`config.mk`:
```
export PLATFORM = sky130hd
export DESIGN_NAME = conv_result_sequencer
export DESIGN_NICKNAME = d
export VERILOG_FILES = /design/src/rtl/conv_seq_pkg.sv /design/src/rtl/pool_walk_gen.sv /design/src/rtl/conv_result_sequencer.sv
export SDC_FILE = /design/constraint.sdc
export NUM_CORES = 1
export LEC_CHECK = 0
export CORE_MARGIN = 5
export CORE_UTILIZATION = 35
export DETAILED_ROUTE_END_ITERATION = 6
export PLACE_DENSITY = 0.7
export SYNTH_ARGS = -nofsm -noshare
export SYNTH_HDL_FRONTEND = slang
export SYNTH_SLANG_ARGS = --single-unit
```
`constraint.sdc`:
```
create_clock -name clk -period 3.6 [get_ports clk]
set_input_delay 1.08 -clock clk [delete_from_list [all_inputs] [get_ports clk]]
set_output_delay 1.08 -clock clk [all_outputs]
set_load 0.01 [all_outputs]
```
`src/rtl/conv_seq_pkg.sv`:
```
// rtl/conv_seq_pkg.sv - state encoding and frame geometry shared by the conv result sequencer
package conv_seq_pkg;

  typedef enum logic [2:0] {
    S_IDLE,
    S_ACCUM,
    S_POOL,
    S_READ,
    S_WAIT_ACK,
    S_DONE
  } seq_state_t;

  localparam int IMG_W_DEF  = 28;
  localparam int ADDR_W_DEF = 10;
  localparam int POOL_W     = IMG_W_DEF / 2;
  localparam int POOL_PIX   = POOL_W * POOL_W;
  localparam int CH_PIX     = IMG_W_DEF * IMG_W_DEF;

endpackage

```
`src/rtl/pool_walk_gen.sv`:
```
// rtl/pool_walk_gen.sv - 2x2/stride-2 window walker (r outer, c fastest) giving base address and pooled index
module pool_walk_gen
  import conv_seq_pkg::*;
#(
  parameter int IMG_W  = IMG_W_DEF,
  parameter int ADDR_W = ADDR_W_DEF
) (
  input  logic              clk,
  input  logic              rst,
  input  logic              clear,
  input  logic              advance,
  output logic              last,
  output logic [ADDR_W-1:0] base,
  output logic [7:0]        index
);

  localparam int PW = IMG_W / 2;

  logic [4:0] r;
  logic [4:0] c;

  assign last  = (r == 5'(PW - 1)) && (c == 5'(PW - 1));
  assign base  = ADDR_W'(32'(r) * (2 * IMG_W) + 32'(c) * 2);
  assign index = 8'(32'(r) * PW + 32'(c));

  // The walk wraps to (0,0) after the last window so the next phase starts clean.
  always_ff @(posedge clk or posedge rst) begin
    if (rst) begin
      r <= '0;
      c <= '0;
    end else if (clear) begin
      r <= '0;
      c <= '0;
    end else if (advance) begin
      if (c == 5'(PW - 1)) begin
        c <= '0;
        r <= last ? '0 : r + 5'd1;
      end else begin
        c <= c + 5'd1;
      end
    end
  end

endmodule

```
`src/rtl/conv_result_sequencer.sv`:
```
// rtl/conv_result_sequencer.sv - accumulate/pool/readout sequencer for the conv result register file
// Optional busy-cycle counter enabled by SEQ_PERF_CNT_EN.
module conv_result_sequencer
  import conv_seq_pkg::*;
#(
  parameter int IMG_W  = IMG_W_DEF,
  parameter int OUT_CH = 8,
  parameter int IN_CH  = 4,
  parameter int ADDR_W = ADDR_W_DEF
) (
  input  logic              clk,
  input  logic              rst,
  input  logic              start,
  input  logic              abort,
  input  logic              in_valid,
  output logic              in_ready,
  input  logic [7:0]        in_value,
  input  logic [7:0]        in_bias,
  output logic              rf_store,
  output logic              rf_pool,
  output logic              rf_addr_gen,
  output logic [3:0]        rf_out_c,
  output logic [ADDR_W-1:0] rf_addr,
  output logic              rf_first_write,
  output logic [7:0]        rf_value,
  output logic [7:0]        rf_bias,
  output logic              out_valid,
  input  logic              out_ready,
  output logic [7:0]        out_index,
  output logic              busy,
  output logic              done,
  output logic [31:0]       perf_cycles
);

  localparam int NPIX = IMG_W * IMG_W;

  seq_state_t        state;
  seq_state_t        state_nx;
  logic [ADDR_W-1:0] pix;
  logic [3:0]        oc;
  logic [7:0]        ic;
  logic [ADDR_W-1:0] addr_q;
  logic              pool_drain;
  logic              beat;
  logic              last_beat;
  logic              kick;
  logic              xfer;
  logic              pw_adv;
  logic              pw_clr;
  logic              pw_last;
  logic [ADDR_W-1:0] pw_base;
  logic [7:0]        pw_index;

  assign in_ready    = (state == S_ACCUM);
  assign beat        = in_valid && in_ready && !abort;
  assign last_beat   = beat && (pix == ADDR_W'(NPIX - 1)) && (oc == 4'(OUT_CH - 1)) &&
                       (ic == 8'(IN_CH - 1));
  assign kick        = start && !abort && ((state == S_IDLE) || (state == S_DONE));
  assign out_valid   = (state == S_WAIT_ACK) && !abort;
  assign xfer        = out_valid && out_ready;
  assign rf_addr_gen = (state == S_READ) && !abort;
  assign rf_addr     = (state == S_READ) ? pw_base : addr_q;
  assign out_index   = (state == S_WAIT_ACK) ? pw_index : 8'd0;
  assign busy        = (state != S_IDLE) && (state != S_DONE);
  assign done        = (state == S_DONE);

  pool_walk_gen #(.IMG_W(IMG_W), .ADDR_W(ADDR_W)) u_walk (
    .clk    (clk),
    .rst    (rst),
    .clear  (pw_clr),
    .advance(pw_adv),
    .last   (pw_last),
    .base   (pw_base),
    .index  (pw_index)
  );

  // POOL spends one extra drain cycle so the registered rf_pool never overlaps READ's rf_addr_gen.
  always_comb begin
    state_nx = state;
    pw_adv   = 1'b0;
    pw_clr   = 1'b0;
    if (abort) begin
      state_nx = S_IDLE;
      pw_clr   = 1'b1;
    end else begin
      case (state)
        S_IDLE, S_DONE: begin
          if (start) begin
            state_nx = S_ACCUM;
            pw_clr   = 1'b1;
          end
        end
        S_ACCUM:    if (last_beat) state_nx = S_POOL;
        S_POOL: begin
          if (pool_drain) state_nx = S_READ;
          else            pw_adv   = 1'b1;
        end
        S_READ:     state_nx = S_WAIT_ACK;
        S_WAIT_ACK: begin
          if (xfer) begin
            pw_adv   = 1'b1;
            state_nx = pw_last ? S_DONE : S_READ;
          end
        end
        default:    state_nx = S_IDLE;
      endcase
    end
  end

  always_ff @(posedge clk or posedge rst) begin
    if (rst) begin
      state          <= S_IDLE;
      pix            <= '0;
      oc             <= '0;
      ic             <= '0;
      addr_q         <= '0;
      pool_drain     <= 1'b0;
      rf_store       <= 1'b0;
      rf_pool        <= 1'b0;
      rf_out_c       <= '0;
      rf_first_write <= 1'b0;
      rf_value       <= '0;
      rf_bias        <= '0;
    end else begin
      state      <= state_nx;
      rf_store   <= beat;
      rf_pool    <= (state == S_POOL) && !pool_drain && !abort;
      pool_drain <= (state == S_POOL) && !pool_drain && pw_last && !abort;
      if (kick) begin
        pix <= '0;
        oc  <= '0;
        ic  <= '0;
      end else if (beat) begin
        rf_out_c       <= oc;
        addr_q         <= pix;
        rf_first_write <= (ic == 8'd0);
        rf_value       <= in_value;
        rf_bias        <= in_bias;
        if (pix == ADDR_W'(NPIX - 1)) begin
          pix <= '0;
          if (oc == 4'(OUT_CH - 1)) begin
            oc <= '0;
            ic <= (ic == 8'(IN_CH - 1)) ? 8'd0 : ic + 8'd1;
          end else begin
            oc <= oc + 4'd1;
          end
        end else begin
          pix <= pix + ADDR_W'(1);
        end
      end
      if ((state == S_POOL) && !pool_drain) addr_q <= pw_base;
    end
  end

`ifdef SEQ_PERF_CNT_EN
  logic [31:0] perf_q;

  always_ff @(posedge clk or posedge rst) begin
    if (rst)                          perf_q <= '0;
    else if (kick)                    perf_q <= '0;
    else if (busy && (perf_q != '1))  perf_q <= perf_q + 32'd1;
  end

  assign perf_cycles = perf_q;
`else
  assign perf_cycles = 32'd0;
`endif

endmodule

```
Fig. 1: sequential cells grouped by signal name
(4 px per micron) Other sequential cells in the stronger gray, the rest of the logic in the fainter gray.
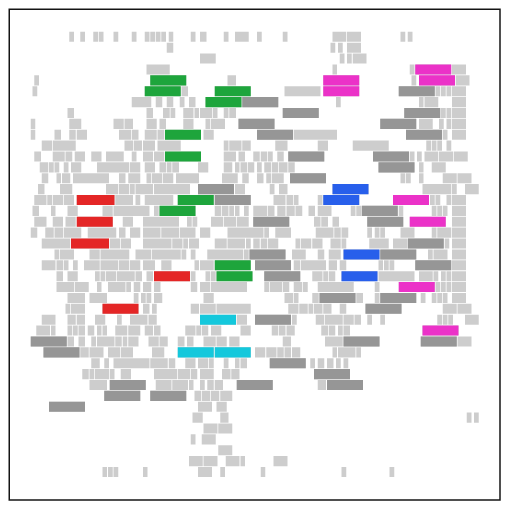
- `oc`: blue (flops 4)
- `u_walk.r`: red (flops 5; where middle left)
- `state`: cyan (flops 3)
- `addr_q`: green (flops 10)
- `rf_bias`: magenta (flops 8)
- not colored: 39
Core Util, Final: 45.75%
sequential power: 1.03 mW
FF+latch area: 0.001729 sq mm
sequential share of cell area: 30.19%

Fig. 2: congestion heat map
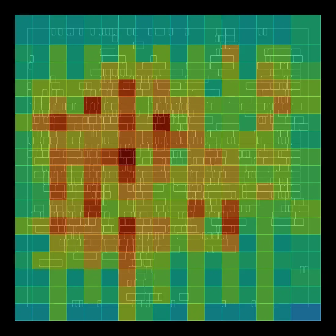
GRT met3 Usage: 4.055%
Total Routing Usage GR: 15.27%
met2 GRT Util: 26.52%

==> impl_metrics.py <==
# Generated from Yosys and OpenROAD reports
metrics = {
    "outcome": {
        "status": "finished with violations",
        "violations": "negative setup slack",
    },
    "global_routing": {
        "grtUsageMet1_pct": 18.68,
        "antenna_found_initial": 0,
        "busiest_layer": "met2",
        "grt_overflow": 0,
        "grt_pass1_vias": 3808,
    },
    "die": {
        "rows": 41,
        "die_w_microns": 122.3,
        "die_y_microns": 122.3,
        "fp.coreArea_sq_mm": 0.01252,
        "dieArea_sq_mm": 0.01496,
        "num_io_pins": 100,
        "fp_util_pct": 35.27,
    },
    "timing": {
        "fin_crit_ns": 4.166,
        "setup_slack_ns": -0.5657,
        "max_freq_mhz": 240.1,
        "worst_pin_slew_ns": 0.6345,
        "skew_ns": 0.007775,
        "slew_headroom_pct": 57.35,
        "hold_viol_final": 0,
        "period_used_pct": 115.7,
        "slew_violations": 0,
        "finalSetupTns_ns": -3.083,
        "timing.hold.ws_ns": 0.4726,
        "finalSetupViolCount": 9,
        "rsz0062_at_grt": "yes",
    },
    "drt": {
        "drtIter0Drc": 235,
        "num_vias": 3720,
        "routedWlPerCell_microns": 14.24,
        "wl_mm": 10.98,
        "drt_pass1_iterations": 4,
    },
    "pwr": {
        "ir_worst_vdd_v": 0.0002881,
        "leakage_nw": 2.636,
        "p_per_area_mw_per_mm2": 555.9,
    },
    "critical_path": {
        "critPathLaunch": "u_walk.r[1]$_DFFE_PP0P_",
        "cp_common_cell": "ha_4",
        "critPathMaxFanout": 3,
        "rr_startpoint": "u_walk.r[1]$_DFFE_PP0P_",
        "startpoint_type": "register",
        "cp-end-kind": "primary output",
        "crit_slowest_cell": "fa_1",
        "max_stage_delay_ns": 0.53,
        "cp_cell_sequence": "fa_1 > ha_4 > fa_2 > ha_4 > o21a_1 > o21ai_1 > or3_1 > a21oi_2 > buf_2",
        "worstSetupPathType": "register to primary output",
    },
    "place": {
        "place_ws_ns": -0.6273,
        "routabilityCongestion": 0.8846,
    },
    "clocking": {
        "htreeDepth": 3,
        "cts.sinks": 69,
        "cts_buffers": 9,
        "ctsHoldBuffers": 0,
        "cts.reportedPaths.clkPinSlew_ns": 0.06,
        "cts.path.max_buffers": 2,
        "cts_root_buffer": "clkbuf_16",
        "clock_latency_ns": 0.34,
    },
    "min_path": {
        "min_from": "rf_out_c[3]$_DFFE_PP0P_",
        "worst_hold_path_type": "register to register",
    },
    "synth": {
        "numSynthFlops": 69,
        "ys_cells": 498,
        "ys.warnings.count": 0,
        "synth-seq-area-share_pct": 39.12,
        "edf_count": 0,
        "synthesis.area_sq_mm": 0.004414,
        "ys_chip_area_sq_mm": 0.004414,
        "dominantRegCellSynth": "dfrtp_1",
        "syn_inst": 498,
    },
    "cells_and_area": {
        "layout_top_cell": "nand2_1",
        "syn_to_final_growth_pct": 29.73,
        "fillCellCount": 1200,
        "diodes": 0,
        "drive_above_1_share_pct": 16.53,
        "lay_top_cells": "101 x nand2_1, 67 x dfrtp_1, 56 x clkdlybuf4s50_1, 36 x buf_4, 32 x conb_1",
        "final-comb-area_sq_mm": 0.002494,
    },
    "job": {
        "drv_cap": 0,
    },
}
Fig. 3: floorplan with the power grid
(3 px per micron) Pins as bars on the die edge.
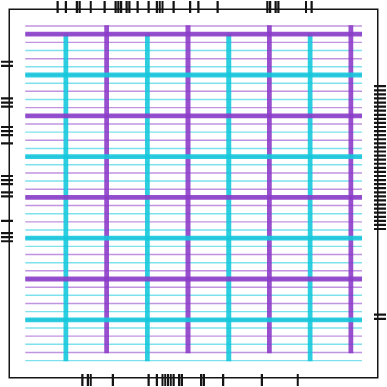
- VSS: cyan
- VDD: purple
- signal pins: 100
- rows: 41

## Yosys cell counts (7+ instances only)
library cell    n  area share [%]
clkbuf_1        7            0.60
xnor2_1        11             2.2
nand2_1       101             8.6
nor2_1         32             2.7
or3_1          11             1.6
and3_1          8             1.1
nor2b_1         8             1.1
nor3_1          9             1.0
xor2_1          7             1.4
buf_4          33             5.6
a21oi_1        28             3.2
nand3_1        18             2.0
ha_1           22             6.2
dfrtp_1        69              39
inv_1          16             1.4
a22oi_1         7             1.2
o21ai_0        31             3.5
fa_1            7             3.2
## report_power, final
| part | total, mW | internal (mW) | switching, mW |
|---|---|---|---|
| Clock | 0.916 | 0.560 | 0.356 |
| Sequential | 1.03 | 0.926 | 0.105 |
| Combinational | 1.24 | 0.618 | 0.619 |
## worst paths after layout
check	end	slack [ns]	cells after the start
setup reg to reg	addr_q[9]$_DFFE_PP0P_	0.99	8
hold / removal	rf_out_c[3]$_DFFE_PP0P_	0.47	2
hold reg to reg	rf_out_c[3]$_DFFE_PP0P_	0.47	2
setup / recovery	out_index[7]	-0.57	9
max in group asynchronous	u_walk.r[2]$_DFFE_PP0P_	2.14	3
min in group asynchronous	rf_bias[2]$_DFFE_PP0P_	1.16	3
## cells by family after synthesis
family | share of synthesized area, %
adder cells (fa/ha/maj) | 9.410
AND/OR/NAND/NOR | 24.15
AND-OR/OR-AND | 12.61
flip-flops | 39.12
other | 0.08495
XOR/XNOR | 3.571
multiplexers | 1.729
buffers and inverters | 9.325
## sequential cells by signal, indices dropped and copies added (netlist names)
signal          flops
pool_drain          1
u_walk.c            5
rf_bias             8
pix                10
addr_q             10
rf_pool             1
ic                  8
rf_first_write      1
rf_value            8
rf_out_c            4
oc                  4
rf_store            1
u_walk.r            5
state               3
## critical path, delay by kind of cell (launching register included)
family                   cells  cell delay, ns
adder cells (fa/ha/maj)      4            1.51
flip-flops                   1            0.41
AND/OR/NAND/NOR              1            0.34
AND-OR/OR-AND                3            0.32
buffers and inverters        1            0.15
## final cells by class
class	instances	share of cell area, %
Inverter	17	1.114
Tap cell	172	3.758
Timing Repair Buffer	104	15.99
Multi-Input combinational cell	393	43.54
Sequential cell	69	30.19
Clock buffer	10	4.173
Clock inverter	6	1.224
## routing by layer
layer  up-vias  routed length (microns)
met5         -                        0
met4         0                      121
met3        11                      654
met2       102                     5470
met1      1772                     4733
li1       1835                        -
## what timing repair did
action / in CTS / in global routing
gates resized: 58 / 5
setup endpoints to repair: 11 / 11
setup buffers: 1 / 1
cloned: 0 / 0
pin swaps: 6 / 4
## stage by stage
step,instances,area (sq um),power [mW]
2_1_floorplan,529,4552,1.713
3_3_place_gp,753,5365,2.198
3_5_place_dp,753,5365,2.239
4_1_cts,770,5699,3.188
5_1_grt,771,5727,3.382
6_report,771,5727,3.184
Power is estimated from default activity; no workload was simulated.
